==> images/closeup.png <==
Window x 55 to 75, y 12 to 32 um. Cells in gray, sequential cells in the stronger gray; small squares are vias.
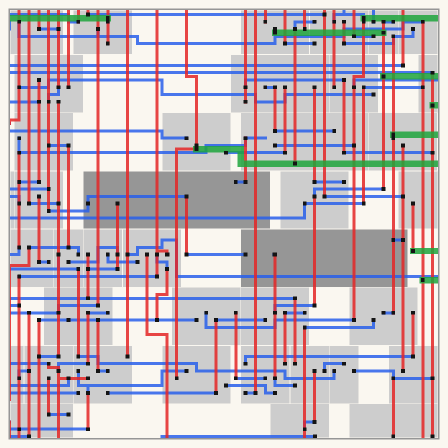
==> images/layers.png <==
(4 px per um)
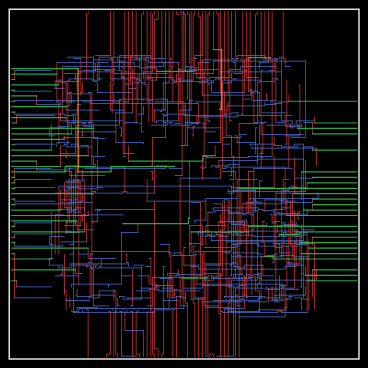
[src/rtl/regfile_wb_arbiter_if.sv]
// Writeback bus between the ALU/load requesters, the register file and the hazard unit.
// Forwarding signals exist only when REGFILE_WB_BYPASS_EN is defined.
interface regfile_wb_arbiter_if;
   logic        ALU_wb_valid;
   logic [4:0]  ALU_wb_address;
   logic [31:0] ALU_wb_value;
   logic        ALU_wb_ready;
   logic        MEM_wb_valid;
   logic [4:0]  MEM_wb_address;
   logic [31:0] MEM_wb_value;
   logic        MEM_wb_ready;
   logic [4:0]  rs1;
   logic [4:0]  rs2;
   logic        REG_write_enable;
   logic [4:0]  REG_write_address;
   logic [31:0] REG_write_value;
   logic        WB_hazard_rs1;
   logic        WB_hazard_rs2;
   // Round-robin pointer: 0 = ALU granted last, 1 = MEM granted last
   logic        dbg_last_grant;
`ifdef REGFILE_WB_BYPASS_EN
   logic        WB_fwd_rs1_valid;
   logic [31:0] WB_fwd_rs1_data;
   logic        WB_fwd_rs2_valid;
   logic [31:0] WB_fwd_rs2_data;
`endif

   // Handshake: a requester raises valid with address/value and holds all
   // three stable until ready; the transfer happens on valid & ready at the edge.
   modport slave (
      input  ALU_wb_valid, ALU_wb_address, ALU_wb_value,
      input  MEM_wb_valid, MEM_wb_address, MEM_wb_value,
      input  rs1, rs2,
      output ALU_wb_ready, MEM_wb_ready,
      output REG_write_enable, REG_write_address, REG_write_value,
      output WB_hazard_rs1, WB_hazard_rs2,
`ifdef REGFILE_WB_BYPASS_EN
      output WB_fwd_rs1_valid, WB_fwd_rs1_data, WB_fwd_rs2_valid, WB_fwd_rs2_data,
`endif
      output dbg_last_grant
   );

   modport master (
      output ALU_wb_valid, ALU_wb_address, ALU_wb_value,
      output MEM_wb_valid, MEM_wb_address, MEM_wb_value,
      output rs1, rs2,
      input  ALU_wb_ready, MEM_wb_ready,
      input  REG_write_enable, REG_write_address, REG_write_value,
      input  WB_hazard_rs1, WB_hazard_rs2,
`ifdef REGFILE_WB_BYPASS_EN
      input  WB_fwd_rs1_valid, WB_fwd_rs1_data, WB_fwd_rs2_valid, WB_fwd_rs2_data,
`endif
      input  dbg_last_grant
   );
endinterface

[src/rtl/regfile_wb_arbiter.sv]
// Round-robin ALU/load writeback arbiter with one-cycle output stage and hazard detect.
// Optional feature macro: REGFILE_WB_BYPASS_EN (forwarding from the output stage).
module regfile_wb_arbiter (
   input  logic SYS_clk,
   input  logic SYS_reset,
   regfile_wb_arbiter_if.slave wb
);

   typedef enum logic {
      LAST_ALU = 1'b0,
      LAST_MEM = 1'b1
   } last_grant_e;

   last_grant_e last_q, last_d;
   logic        wr_en_q, wr_en_d;
   logic [4:0]  wr_addr_q, wr_addr_d;
   logic [31:0] wr_val_q, wr_val_d;
   logic        grant_alu, grant_mem;
   logic        stage_match_en;

   function automatic logic reg_hazard(
      input logic [4:0] rs,
      input logic       a_v,
      input logic [4:0] a_addr,
      input logic       m_v,
      input logic [4:0] m_addr,
      input logic       o_v,
      input logic [4:0] o_addr
   );
      return (rs != 5'd0) &&
             ((a_v && (a_addr == rs)) || (m_v && (m_addr == rs)) || (o_v && (o_addr == rs)));
   endfunction

   always_ff @(posedge SYS_clk) begin
      if (SYS_reset) begin
         last_q    <= LAST_MEM;
         wr_en_q   <= 1'b0;
         wr_addr_q <= 5'd0;
         wr_val_q  <= 32'd0;
      end else begin
         last_q    <= last_d;
         wr_en_q   <= wr_en_d;
         wr_addr_q <= wr_addr_d;
         wr_val_q  <= wr_val_d;
      end
   end

   always_comb begin
      grant_alu = 1'b0;
      grant_mem = 1'b0;
      last_d    = last_q;
      wr_en_d   = 1'b0;
      wr_addr_d = wr_addr_q;
      wr_val_d  = wr_val_q;
      // On a tie the requester that did not win last time goes first
      if (!SYS_reset) begin
         if (wb.ALU_wb_valid && (!wb.MEM_wb_valid || (last_q == LAST_MEM))) begin
            grant_alu = 1'b1;
         end else if (wb.MEM_wb_valid) begin
            grant_mem = 1'b1;
         end
      end
      if (grant_alu) begin
         last_d    = LAST_ALU;
         wr_en_d   = (wb.ALU_wb_address != 5'd0);
         wr_addr_d = wb.ALU_wb_address;
         wr_val_d  = wb.ALU_wb_value;
      end else if (grant_mem) begin
         last_d    = LAST_MEM;
         wr_en_d   = (wb.MEM_wb_address != 5'd0);
         wr_addr_d = wb.MEM_wb_address;
         wr_val_d  = wb.MEM_wb_value;
      end
   end

   assign wb.ALU_wb_ready      = grant_alu;
   assign wb.MEM_wb_ready      = grant_mem;
   assign wb.REG_write_enable  = wr_en_q;
   assign wb.REG_write_address = wr_addr_q;
   assign wb.REG_write_value   = wr_val_q;
   assign wb.dbg_last_grant    = last_q;

`ifdef REGFILE_WB_BYPASS_EN
   // The landing write is forwarded instead, so it no longer counts as a hazard
   assign stage_match_en      = 1'b0;
   assign wb.WB_fwd_rs1_valid = (wb.rs1 != 5'd0) && wr_en_q && (wb.rs1 == wr_addr_q);
   assign wb.WB_fwd_rs1_data  = wr_val_q;
   assign wb.WB_fwd_rs2_valid = (wb.rs2 != 5'd0) && wr_en_q && (wb.rs2 == wr_addr_q);
   assign wb.WB_fwd_rs2_data  = wr_val_q;
`else
   assign stage_match_en = wr_en_q;
`endif

   assign wb.WB_hazard_rs1 = reg_hazard(wb.rs1, wb.ALU_wb_valid, wb.ALU_wb_address,
                                        wb.MEM_wb_valid, wb.MEM_wb_address,
                                        stage_match_en, wr_addr_q);
   assign wb.WB_hazard_rs2 = reg_hazard(wb.rs2, wb.ALU_wb_valid, wb.ALU_wb_address,
                                        wb.MEM_wb_valid, wb.MEM_wb_address,
                                        stage_match_en, wr_addr_q);

endmodule

[src/flat_wrapper.sv]
// flat-port wrapper written by rule: the top's interface ports become plain ports
module regfile_wb_arbiter_flat 
  (SYS_clk, SYS_reset, wb_ALU_wb_valid, wb_ALU_wb_address, wb_ALU_wb_value, wb_MEM_wb_valid, wb_MEM_wb_address, wb_MEM_wb_value, wb_rs1, wb_rs2, wb_ALU_wb_ready, wb_MEM_wb_ready, wb_REG_write_enable, wb_REG_write_address, wb_REG_write_value, wb_WB_hazard_rs1, wb_WB_hazard_rs2, wb_dbg_last_grant);
  regfile_wb_arbiter_if wb_i ();
  input  logic SYS_clk;
  input  logic SYS_reset;
  input wire logic [$bits(wb_i.ALU_wb_valid)-1:0] wb_ALU_wb_valid;
  input wire logic [$bits(wb_i.ALU_wb_address)-1:0] wb_ALU_wb_address;
  input wire logic [$bits(wb_i.ALU_wb_value)-1:0] wb_ALU_wb_value;
  input wire logic [$bits(wb_i.MEM_wb_valid)-1:0] wb_MEM_wb_valid;
  input wire logic [$bits(wb_i.MEM_wb_address)-1:0] wb_MEM_wb_address;
  input wire logic [$bits(wb_i.MEM_wb_value)-1:0] wb_MEM_wb_value;
  input wire logic [$bits(wb_i.rs1)-1:0] wb_rs1;
  input wire logic [$bits(wb_i.rs2)-1:0] wb_rs2;
  output wire logic [$bits(wb_i.ALU_wb_ready)-1:0] wb_ALU_wb_ready;
  output wire logic [$bits(wb_i.MEM_wb_ready)-1:0] wb_MEM_wb_ready;
  output wire logic [$bits(wb_i.REG_write_enable)-1:0] wb_REG_write_enable;
  output wire logic [$bits(wb_i.REG_write_address)-1:0] wb_REG_write_address;
  output wire logic [$bits(wb_i.REG_write_value)-1:0] wb_REG_write_value;
  output wire logic [$bits(wb_i.WB_hazard_rs1)-1:0] wb_WB_hazard_rs1;
  output wire logic [$bits(wb_i.WB_hazard_rs2)-1:0] wb_WB_hazard_rs2;
  output wire logic [$bits(wb_i.dbg_last_grant)-1:0] wb_dbg_last_grant;
  assign wb_i.ALU_wb_valid = wb_ALU_wb_valid;
  assign wb_i.ALU_wb_address = wb_ALU_wb_address;
  assign wb_i.ALU_wb_value = wb_ALU_wb_value;
  assign wb_i.MEM_wb_valid = wb_MEM_wb_valid;
  assign wb_i.MEM_wb_address = wb_MEM_wb_address;
  assign wb_i.MEM_wb_value = wb_MEM_wb_value;
  assign wb_i.rs1 = wb_rs1;
  assign wb_i.rs2 = wb_rs2;
  assign wb_ALU_wb_ready = wb_i.ALU_wb_ready;
  assign wb_MEM_wb_ready = wb_i.MEM_wb_ready;
  assign wb_REG_write_enable = wb_i.REG_write_enable;
  assign wb_REG_write_address = wb_i.REG_write_address;
  assign wb_REG_write_value = wb_i.REG_write_value;
  assign wb_WB_hazard_rs1 = wb_i.WB_hazard_rs1;
  assign wb_WB_hazard_rs2 = wb_i.WB_hazard_rs2;
  assign wb_dbg_last_grant = wb_i.dbg_last_grant;
  regfile_wb_arbiter u_core (.SYS_clk(SYS_clk), .SYS_reset(SYS_reset), .wb(wb_i));
endmodule
[config.mk]
export PLATFORM = sky130hd
export DESIGN_NAME = regfile_wb_arbiter_flat
export DESIGN_NICKNAME = d
export VERILOG_FILES = /design/src/rtl/regfile_wb_arbiter_if.sv /design/src/rtl/regfile_wb_arbiter.sv /design/src/flat_wrapper.sv
export SDC_FILE = /design/constraint.sdc
export NUM_CORES = 1
export LEC_CHECK = 0
export CORE_MARGIN = 10
export CORE_UTILIZATION = 45
export DETAILED_ROUTE_END_ITERATION = 8
export DONT_BUFFER_PORTS = 1
export REMOVE_ABC_BUFFERS = 1
export SLEW_MARGIN = 15
export SYNTH_ARGS = -nofsm -noshare
export SYNTH_HDL_FRONTEND = slang
export SYNTH_SLANG_ARGS = --single-unit
[constraint.sdc]
create_clock -name SYS_clk -period 1.5 [get_ports SYS_clk]
set_clock_uncertainty 0.05 [all_clocks]
set_input_delay 0.15 -clock SYS_clk [delete_from_list [all_inputs] [get_ports SYS_clk]]
set_output_delay 0.15 -clock SYS_clk [all_outputs]
set_load 0.02 [all_outputs]
==> flow_metrics.env <==
# yosys + openroad results
export IMPL_ff2ff_setup_slack_ps=160
export IMPL_finalSetupViolCount=2
export IMPL_ys_seq_share_pct=38.6
export IMPL_yosysChipArea_sq_mm=0.00202
export IMPL_critPathCaptureType="output port"
export IMPL_ys_sh_simple_pct=14.4
export IMPL_peakVddDrop_uv=515
export IMPL_crit_slowest_cell="dfxtp_2"
export IMPL_fmax_mhz=587
export IMPL_place_gp_congestion=0.801
export IMPL_path_cells="xor2_1 > nor4_2 > a32oi_1 > a21oi_1 > buf_4"
export IMPL_cts_htree_levels=2
export IMPL_critical_path_class="register to output port"
export IMPL_power_frac_comb_pct=18.6
export IMPL_place_area_sq_mm=0.00214
export IMPL_muxShareOfSynthArea_pct=0
export IMPL_layoutNonFillerInstCount=311
export IMPL_die_y_um=87.1
export IMPL_power_net_switching_w=0.000686
export IMPL_max_stage_delay_ps=330
export IMPL_violations="negative setup slack"
export IMPL_worst_slack_ps=-203
export IMPL_fa_ha_area_share_pct=0
export IMPL_crit_cells=5
export IMPL_crit_buf_inv=1
export IMPL_syn2layout_area_growth_pct=25.0
export IMPL_min_period_over_period_pct=114
export IMPL_status="complete, but fails checks"
export IMPL_pwr_share_clk_pct=28.9
export IMPL_dp_slack_ps=70.8
export IMPL_grt_max_degree=39
export IMPL_rr_worst_depth=5
export IMPL_viasPerCell=5.87
export IMPL_grt_first_pass_wirelength_um=10200
export IMPL_core_sq_mm=0.00435
export IMPL_aoi_share_pct=29.9
export IMPL_seq_power_share_pct=52.4
export IMPL_synth_avg_cell_area_sq_um=9.00
export IMPL_clk_latency_ps=270
export IMPL_power_density_mw_per_mm2=923
export IMPL_p_comb_w=0.000435
Notes on closeup.png above:
| color | layer |
|---|---|
| red | M2 |
| blue | M1 |
| green | M3 |
cells with their middle in the window: 36
sequential cells in the window: 2
most frequent: xor2_1 (12), nor4_1 (3), or4_1 (3)
netlist names of flops here include: u_core.wb.REG_write_address (2)

Notes on layers.png above:
| color | layer | wire length |
|---|---|---|
| green | M3 | 795 um |
| red | M2 | 3390 um |
| blue | M1 | 2480 um |
| orange | M4 | 40.8 um |
via count: 1826
GRT Total Usage: 16.6%
Total Wirelength: 6710 um

==> registers in the layout (all words and copies together), names as in the netlist <==
register,flops
u_core.wb.dbg_last_grant,1
u_core.wb.REG_write_enable,1
u_core.wb.REG_write_address,5
u_core.wb.REG_write_value,32
==> metal layers <==
metal / wire length, um / up-vias / GRT usage, %
met3: 795 / 4 / 8.15
li1: - / 880 / -
met4: 40 / 0 / 3.68
met1: 2480 / 859 / 19.5
met2: 3390 / 83 / 26.5
met5: 0 / - / 0
==> placed cells by master, fill, tap and decap left out <==
master	count
buf_6	3
nand2b_1	1
dfxtp_4	4
nor3b_4	1
o21ai_0	3
nand3_1	2
a32oi_1	2
a22oi_1	27
xor2_1	23
buf_8	1
buf_4	14
a21oi_1	29
clkbuf_8	5
xnor2_1	5
nor2_1	2
and3b_2	1
a21oi_2	10
a22oi_2	10
clkbuf_1	2
xor2_2	1
buf_12	2
nand2_1	39
nor4_2	1
or4_1	4
clkinv_2	1
o21bai_2	1
and2_1	2
nor2b_4	1
dfxtp_2	2
dfxtp_1	33
nor4_1	5
xnor2_2	1
dlygate4sd3_1	21
==> area by class of cell <==
class	instances	area, sq um	area share (%)
clock buffer	7	76.3	3.02
clock inverter	1	5.00	0.198
timing repair buffer	41	404	16.0
tap	52	65.1	2.57
sequential	39	798	31.6
multi-input combinational	171	1180	46.7
==> Yosys cell counts, drive strengths merged <==
master  count  share of area (%)
nand3       2               0.49
a32oi       2               0.87
xnor2       6                2.6
dfxtp      39                 39
clkbuf      4               0.74
a22oi      37                 16
nand2      39                7.2
nand2b      1               0.31
o21bai      1               0.56
nor4        6                1.9
a21oi      39                 11
nor2b       1               0.68
nor3b       1               0.93
or4         4                1.5
o21ai       3               0.74
and3b       1               0.43
and2        2               0.62
buf        11                3.5
nor2        2               0.37
xor2       24                 10
